### Sequential cells coloured by netlist name

Bar = 20 µm. Other sequential cells in the stronger grey, the rest of the logic in the fainter grey.
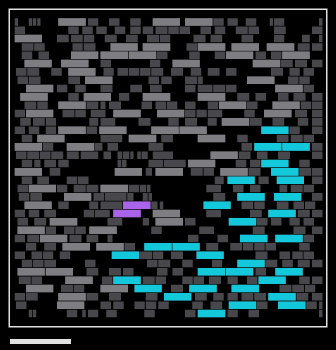
### Pin placement

Bar = 20 µm. Pins as bars across the die edge, other pins in grey.
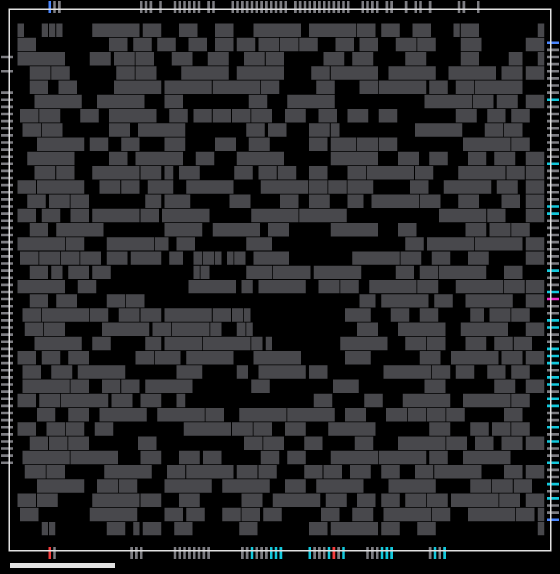
### Met1 routing

Bar = 20 µm.
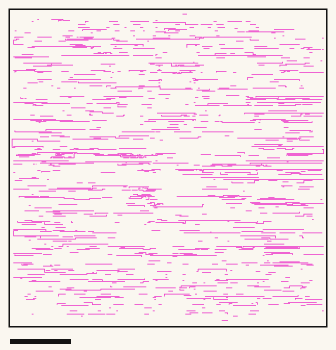
Design apb_to_ahb_bridge, sky130hd; sources not shown.
==> run summary <==
impl run done, here's what came out: status=completed, Post-CTS Setup Inserts=0, 1st-iter DRT viols=38, drt first pass iters=4, Syn Area/Cell=16.3 µm², CTS max path bufs=2, Largest delay share family, worst path=buffers and inverters, H-tree Lvls=3, Post-Layout Cell Count=591, Worst path depth=1, die area=0.0106 mm², clk ins delay skew pair=approximately 0.35 ns, fill count=761, Power, Total=0.0103 W, Congestion Overflow GR=0, top-area cell type share of the netlist area=64.6%, # IOs=215, n_diodes=0, total CTS buffers=9, Routed WL per cell=15.4 µm, Final TNS setup=0 ns, Leak=around 2.6 nW, clock-pin slew on the worst setup and hold paths=0.10 ns, Syn Inst Count=245, vias in the first global route=2679, Final period util=87.6%, uppermost routed layer=met4, placed insts=575, Post-synth ARST share=100%, leading cell types by count after synthesis=103 x dfrtp_1, 97 x mux2_2, 18 x buf_4, nets@finish=556, CORE AREA=0.00986 mm², yosys cell count=245, Clk Tree Root Cell=clkbuf_8, RSZ-0062 raised after global routing=no, pin count of the biggest net entering global routing=45, Seq/Total Area, Yosys=about 65%, CP max stage delay=0.70 ns, Post-DRT Antenna Nets=0, Peak VDD IR=800 µV, final tally of hold violations=0, post-synth cell types=17, WS Path Type=reg2out, Crit path required time=roughly 1.7 ns, CTS tree=yes, first-pass GRT wire length=approximately 14 mm, CP arrival=1.42 ns, Rows=36, GRT Resource Usage Total=17.3%, number of antenna violations at the first check in global routing=0, Post-Syn Area=0.00399 mm², Crit path buffers/inverters=1, yosys synthesis chip area=0.00399 mm², Top cells by area=dfrtp_1 65%, mux2_2 27%, buf_4 3.4%, buf_6 0.85%, nor3b_4 0.47%, vias per cell=4.51, post-layout min period=1.84 ns, EDFF count, synth=0, pwr/cell area=approximately 1600 mW/mm², Tool Warnings=26, dominant register cell=dfrtp_1, worst hold path type=in2async, Area Growth Syn to Fin=58.5%, CP Capture Type=primary output
About 'Sequential cells coloured by netlist name':
| colour | signal | sequential cells |
|---|---|---|
| purple | state_q | 2 |
| cyan | PRDATA | 32 |
Sequential Power: 0.00351 W
post-layout util: 64.1%
Register Area: 0.00258 mm²

About 'Pin placement':
| colour | port | pins | direction | edge |
|---|---|---|---|---|
| blue | HBURST | 3 | output | 2 east, 1 north |
| cyan | PRDATA | 32 | output | 20 east, 12 south |
| magenta | PWRITE | 1 | input | east |
| red | HTRANS | 2 | output | south |
die boundary width: 103 µm
I/O Buffers: 202

About 'Met1 routing':
nets with wire on the layer: 448
wire length on this layer: 3810 µm
main direction: horizontal
GRT met1 Usage: 21.0%
vias post-DR: 2667
Routed WL: 9.11 mm

==> stage by stage <==
step / setup WS [ns] / cell area (µm²) / hold WS [ns]
after detailed placement: 0.0441 / 6150 / 0.414
after global routing: 0.180 / 6330 / 0.0194
final: 0.261 / 6330 / 0.00956
after global placement: 0.0858 / 6150 / 0.411
after floorplan: 0.582 / 4030 / 0.124
after CTS: 0.224 / 6330 / 0.0173
==> worst register-to-register path, stage by stage, from the launching register on <==
cell	delay, ns
dfrtp_1	0.50
nand2b_4	0.20
nor3b_4	0.21
buf_12	0.23
mux2_2	0.37
==> routing by layer <==
layer | vias to the layer above | global-route usage [%]
li1 | 1241 | -
met1 | 1290 | 21.0
met2 | 131 | 28.2
met3 | 5 | 7.53
met4 | 0 | 4.88
met5 | - | 0
==> layout by cell type, fill, tap and decap left out <==
master / synthesis / routed
mux2i_1: 1 / 1
nor3_4: 0 / 1
clkinv_2: 0 / 3
conb_1: 2 / 12
nor2b_1: 2 / 2
o22ai_1: 2 / 2
dlygate4sd2_1: 0 / 1
nor2_1: 3 / 3
mux2_2: 97 / 97
nand2b_1: 2 / 2
clkbuf_8: 0 / 10
nor3b_4: 1 / 1
clkdlybuf4s50_1: 0 / 200
buf_4: 18 / 4
and2_1: 2 / 2
nand2b_4: 1 / 1
buf_12: 0 / 4
nand2_1: 3 / 3
dfrtp_1: 103 / 103
o21ai_0: 3 / 3
inv_6: 0 / 3
==> repair_timing <==
action                                 CTS  global route
gates resized                            1             0
setup endpoints to repair                1             0
hold buffers                             0             0
endpoints found under the hold margin    0             0
==> power by group <==
part	internal, W	leakage, nW	switching, W
clock network	0.000472	0.0972	0.000681
registers	0.00298	1.23	0.000528
logic	0.00269	1.30	0.00296
total	0.00614	2.63	0.00417
==> cell type report <==
class	instances	share of cell area [%]
Clock inverter	6	0.653
Sequential cell	103	40.7
Tap cell	133	2.63
Timing Repair Buffer	209	33.5
Clock buffer	10	2.18
Multi-Input combinational cell	130	20.3
==> cells by family after synthesis <==
family / count (synthesis) / share of synthesized area (%)
buffers and inverters: 22 / 4.36
multiplexers: 98 / 27.6
flip-flops: 103 / 64.6
AND/OR/NAND/NOR: 15 / 2.57
other: 2 / 0.188
AND-OR/OR-AND: 5 / 0.689
No activity file was given, so power comes from the tool's default toggle rates.
